$ cat src/rtl/lsu_ctrl.sv
//----------------------------------------------------------------------------
// lsu_ctrl : load/store unit, core request handshake to data-memory port
//            with lane alignment, strobes, misalign/timeout detection.
// Rev 1.0
//----------------------------------------------------------------------------
`default_nettype none

module lsu_ctrl #(
  parameter int XLEN     = 32,
  parameter int ADDR_W   = 32,
  parameter int MAX_WAIT = 255
) (
  input  logic                clk,
  input  logic                rst,
  input  logic                req_valid,
  output logic                req_ready,
  input  logic                req_wen,
  input  logic [1:0]          req_width,
  input  logic                req_unsigned,
  input  logic [ADDR_W-1:0]   req_addr,
  input  logic [XLEN-1:0]     req_wdata,
  input  logic [4:0]          req_rd,
  output logic                resp_valid,
  output logic [XLEN-1:0]     resp_data,
  output logic [4:0]          resp_rd,
  output logic [1:0]          resp_err,
  output logic                stall,
  output logic                dmem_ren,
  output logic                dmem_wen,
  output logic [ADDR_W-1:0]   dmem_addr,
  output logic [XLEN-1:0]     dmem_store,
  output logic [XLEN/8-1:0]   dmem_strobe,
  input  logic [XLEN-1:0]     dmem_load,
  input  logic                dhit
);

  localparam int c_strb_w = XLEN / 8;
  localparam int c_lane_w = $clog2(c_strb_w);
  localparam int c_cnt_w  = (MAX_WAIT > 0) ? $clog2(MAX_WAIT + 1) : 1;
  localparam logic [c_cnt_w-1:0] c_max = c_cnt_w'(MAX_WAIT);

  typedef enum logic [1:0] {
    IDLE   = 2'd0,
    ACCESS = 2'd1,
    RESP   = 2'd2
  } state_t;

  state_t                r_state;
  state_t                w_state_nxt;

  logic                  r_st;
  logic [1:0]            r_width;
  logic                  r_uns;
  logic [ADDR_W-1:0]     r_addr;
  logic [XLEN-1:0]       r_wdata;
  logic [4:0]            r_rd;
  logic                  r_dmem_ren;
  logic                  r_dmem_wen;
  logic [c_cnt_w-1:0]    r_cnt;
  logic [XLEN-1:0]       r_resp_data;
  logic [4:0]            r_resp_rd;
  logic [1:0]            r_resp_err;

  logic [1:0]            w_chk_err;
  logic [c_lane_w-1:0]   w_lane;
  logic [c_lane_w+2:0]   w_shamt;
  logic [XLEN-1:0]       w_shift;
  logic [XLEN-1:0]       w_mask;
  logic                  w_sign;
  logic [XLEN-1:0]       w_load;
  logic [c_strb_w-1:0]   w_size_strb;
  logic [c_cnt_w-1:0]    w_cnt_inc;
  logic                  w_timeout;
  logic                  w_in_access;

  // Illegal width takes priority over misalignment.
  always_comb begin
    w_chk_err = 2'b00;
    if (req_width == 2'b11 && XLEN == 32) begin
      w_chk_err = 2'b11;
    end else begin
      case (req_width)
        2'b01:   if (req_addr[0])      w_chk_err = 2'b01;
        2'b10:   if (|req_addr[1:0])   w_chk_err = 2'b01;
        2'b11:   if (|req_addr[2:0])   w_chk_err = 2'b01;
        default: w_chk_err = 2'b00;
      endcase
    end
  end

  assign w_lane  = r_addr[c_lane_w-1:0];
  assign w_shamt = {w_lane, 3'b000};
  assign w_shift = dmem_load >> w_shamt;

  always_comb begin
    w_mask      = '1;
    w_sign      = 1'b0;
    w_size_strb = '1;
    case (r_width)
      2'b00: begin
        w_mask      = XLEN'(8'hFF);
        w_sign      = w_shift[7];
        w_size_strb = c_strb_w'(4'h1);
      end
      2'b01: begin
        w_mask      = XLEN'(16'hFFFF);
        w_sign      = w_shift[15];
        w_size_strb = c_strb_w'(4'h3);
      end
      2'b10: begin
        w_mask      = XLEN'(32'hFFFF_FFFF);
        w_sign      = w_shift[31];
        w_size_strb = c_strb_w'(4'hF);
      end
      default: begin
        w_mask      = '1;
        w_sign      = 1'b0;
        w_size_strb = '1;
      end
    endcase
  end

  assign w_load = (w_shift & w_mask) | ((!r_uns && w_sign) ? ~w_mask : '0);

  assign w_cnt_inc = r_cnt + c_cnt_w'(1);
  assign w_timeout = (MAX_WAIT != 0) && !dhit && (w_cnt_inc == c_max);

  always_ff @(posedge clk or posedge rst) begin
    if (rst) r_state <= IDLE;
    else     r_state <= w_state_nxt;
  end

  always_comb begin
    w_state_nxt = r_state;
    case (r_state)
      IDLE:    if (req_valid) w_state_nxt = (w_chk_err != 2'b00) ? RESP : ACCESS;
      ACCESS:  if (dhit || w_timeout) w_state_nxt = RESP;
      RESP:    w_state_nxt = IDLE;
      default: w_state_nxt = IDLE;
    endcase
  end

  always_ff @(posedge clk or posedge rst) begin
    if (rst) begin
      r_st        <= 1'b0;
      r_width     <= 2'b00;
      r_uns       <= 1'b0;
      r_addr      <= '0;
      r_wdata     <= '0;
      r_rd        <= '0;
      r_dmem_ren  <= 1'b0;
      r_dmem_wen  <= 1'b0;
      r_cnt       <= '0;
      r_resp_data <= '0;
      r_resp_rd   <= '0;
      r_resp_err  <= 2'b00;
    end else begin
      case (r_state)
        IDLE: begin
          if (req_valid) begin
            r_st    <= req_wen;
            r_width <= req_width;
            r_uns   <= req_unsigned;
            r_addr  <= req_addr;
            r_wdata <= req_wdata;
            r_rd    <= req_rd;
            r_cnt   <= '0;
            if (w_chk_err != 2'b00) begin
              r_resp_data <= '0;
              r_resp_rd   <= req_rd;
              r_resp_err  <= w_chk_err;
            end else begin
              r_dmem_ren <= !req_wen;
              r_dmem_wen <= req_wen;
            end
          end
        end
        ACCESS: begin
          if (dhit) begin
            r_dmem_ren  <= 1'b0;
            r_dmem_wen  <= 1'b0;
            r_resp_data <= r_st ? '0 : w_load;
            r_resp_rd   <= r_rd;
            r_resp_err  <= 2'b00;
          end else begin
            r_cnt <= w_cnt_inc;
            if (w_timeout) begin
              r_dmem_ren  <= 1'b0;
              r_dmem_wen  <= 1'b0;
              r_resp_data <= '0;
              r_resp_rd   <= r_rd;
              r_resp_err  <= 2'b10;
            end
          end
        end
        RESP: begin
          r_cnt <= '0;
        end
        default: begin
          r_cnt <= '0;
        end
      endcase
    end
  end

  assign w_in_access = (r_state == ACCESS);

  assign req_ready   = !rst && (r_state == IDLE);
  assign stall       = !rst && (((r_state == IDLE) && req_valid) || w_in_access);
  assign resp_valid  = (r_state == RESP);
  assign resp_data   = r_resp_data;
  assign resp_rd     = r_resp_rd;
  assign resp_err    = r_resp_err;
  assign dmem_ren    = r_dmem_ren;
  assign dmem_wen    = r_dmem_wen;
  assign dmem_addr   = {r_addr[ADDR_W-1:c_lane_w], {c_lane_w{1'b0}}};
  assign dmem_store  = (w_in_access && r_st) ? (r_wdata << w_shamt) : '0;
  assign dmem_strobe = (w_in_access && r_st) ? (w_size_strb << w_lane) : '0;

endmodule

`default_nettype wire
$ cat config.mk
export PLATFORM = sky130hd
export DESIGN_NAME = lsu_ctrl
export DESIGN_NICKNAME = d
export VERILOG_FILES = /design/src/rtl/lsu_ctrl.sv
export SDC_FILE = /design/constraint.sdc
export NUM_CORES = 1
export LEC_CHECK = 0
export CAP_MARGIN = 5
export CORE_MARGIN = 1
export CORE_UTILIZATION = 33
export DETAILED_ROUTE_END_ITERATION = 12
export HOLD_SLACK_MARGIN = 0.08
export PLACE_DENSITY = 0.64
export REMOVE_ABC_BUFFERS = 1
export SLEW_MARGIN = 20
export SYNTH_ARGS = -nofsm -noshare
export SYNTH_HDL_FRONTEND = slang
export SYNTH_SLANG_ARGS = --single-unit
$ cat constraint.sdc
create_clock -name clk -period 8.21 [get_ports clk]
set_clock_uncertainty 0.1 [all_clocks]
set_input_delay 1.642 -clock clk [delete_from_list [all_inputs] [get_ports clk]]
set_output_delay 1.642 -clock clk [all_outputs]
set_load 0.1 [all_outputs]
**Met4 routing**

Supply wires on this layer in grey.
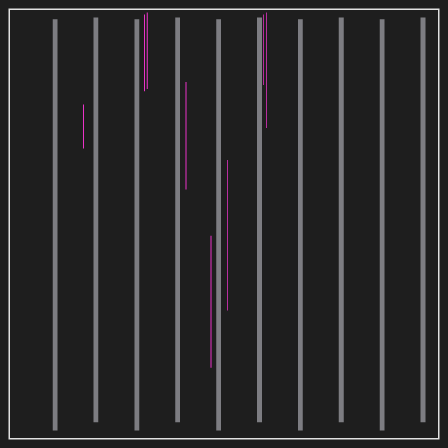
wire length on this layer = 254 um
main direction = vertical
wire length reported by the detailed router: 18100 um
Via Count: 5187

**The clock network**

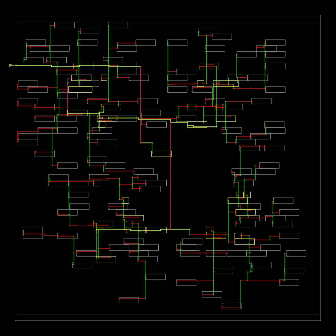
CTS buffer count: 17
clk ins delay skew pair: 0.40 ns
Clock Sink Count: 124

**M1 wires**

Supply wires on this layer in grey.
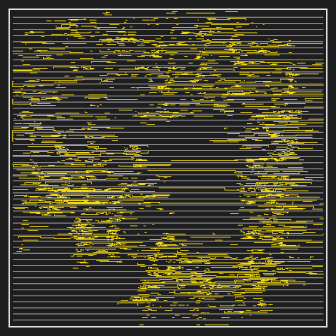
longest straight run = 39.6 um
share of all routed wire = 43%
nets with wire on the layer = 757
global routing usage on met1: 22.6%

**Zoomed window**

The bar under the picture is 10 um long. Region (56, 56) to (86, 86) um. Cells in grey, sequential cells in the stronger grey; small squares are vias.
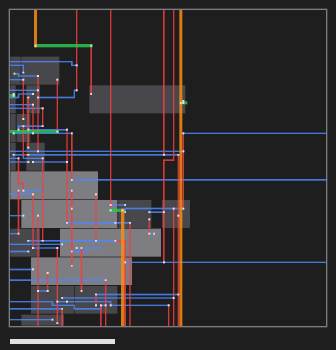
green -> met3
blue -> met1
red -> met2
orange -> met4
cells with their middle in the window = 14
most frequent = mux2_2 (3), dfrtp_2 (2), dfrtp_1 (2)
sequential cells in the window = 4
netlist names of flops here include = r_addr (2), r_width (2)

**Metal layers overlaid**

Only two layers are drawn.
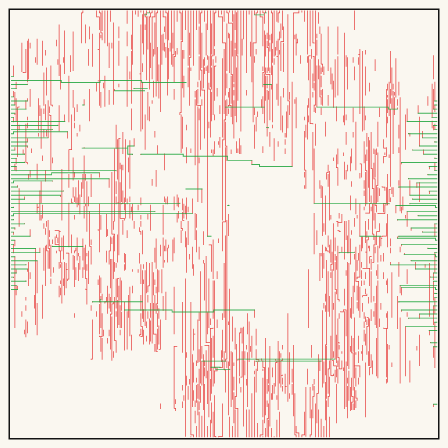
red -> met2  # wire length 8790 um
green -> met3  # wire length 1240 um
routed wirelength normalized by instance count: 17.5 um
GRT Resource Usage Total: 18.3%

==> impl_results.html <==
<h3>Flow metrics</h3>
<table>
<tr><th>Metric</th><th>Value</th></tr>
<tr><th colspan="2">Cells and area</th></tr>
<tr><td>Sequential share of cell area</td><td>roughly 34%</td></tr>
<tr><td>Non-clock buffer share of cell area</td><td>24.1%</td></tr>
<tr><td>Area occupied by registers</td><td>3110 sq um</td></tr>
<tr><td>Combinational Area</td><td>about 3000 sq um</td></tr>
<tr><th colspan="2">Setup path</th></tr>
<tr><td>CP Max Fanout</td><td>10</td></tr>
<tr><td>Slowest Stage Delay on Critical Path</td><td>between 1 and 1.5 ns</td></tr>
<tr><th colspan="2">Yosys</th></tr>
<tr><td>Main area contributors</td><td>dfrtp_1 48%, mux2_2 13%, mux2i_1 5.1%</td></tr>
<tr><td>Mean area per synthesized cell</td><td>about 11 sq um</td></tr>
<tr><td>Synth cell types</td><td>slightly above 50</td></tr>
<tr><td>List of most frequent post-synthesis cells</td><td>124 x dfrtp_1, 73 x mux2_2, 53 x nand2_1</td></tr>
<tr><td>Count of state elements after synthesis</td><td>124</td></tr>
<tr><td>Main synth FF type</td><td>dfrtp_1</td></tr>
<tr><td>Total cell area reported by yosys after synthesis</td><td>between 6000 and 7000 sq um</td></tr>
<tr><th colspan="2">Floorplanning</th></tr>
<tr><td>Core Area</td><td>between 15000 and 20000 sq um</td></tr>
<tr><td>Chip Width</td><td>142 um</td></tr>
<tr><th colspan="2">Final timing</th></tr>
<tr><td>Tightest hold margin</td><td>approximately 0.4 ns</td></tr>
<tr><td>Setup TNS</td><td>0 ns</td></tr>
<tr><td>Post-layout period usage</td><td>between 70% and 80%</td></tr>
<tr><th colspan="2">Run status</th></tr>
<tr><td>Result of the run</td><td>finished clean</td></tr>
<tr><th colspan="2">GRT</th></tr>
<tr><td>Aggregate global routing overflow</td><td>0</td></tr>
</table>
## sequential cells by signal, indices dropped and copies added, names as in the netlist, 2 cells and up
register   cells
r_cnt          8
resp_data     32
r_addr        32
r_state        2
r_rd           5
r_wdata       32
resp_err       2
resp_rd        5
r_width        2
## cell families after synthesis
logic type,count (synthesis),share of synthesized area [%]
other cells,1,0.0579
mux,112,19.3
simple gates,141,10.2
flops,124,47.9
fa+ha+maj,5,0.967
buf+inv,80,7.23
compound gates,122,14.3
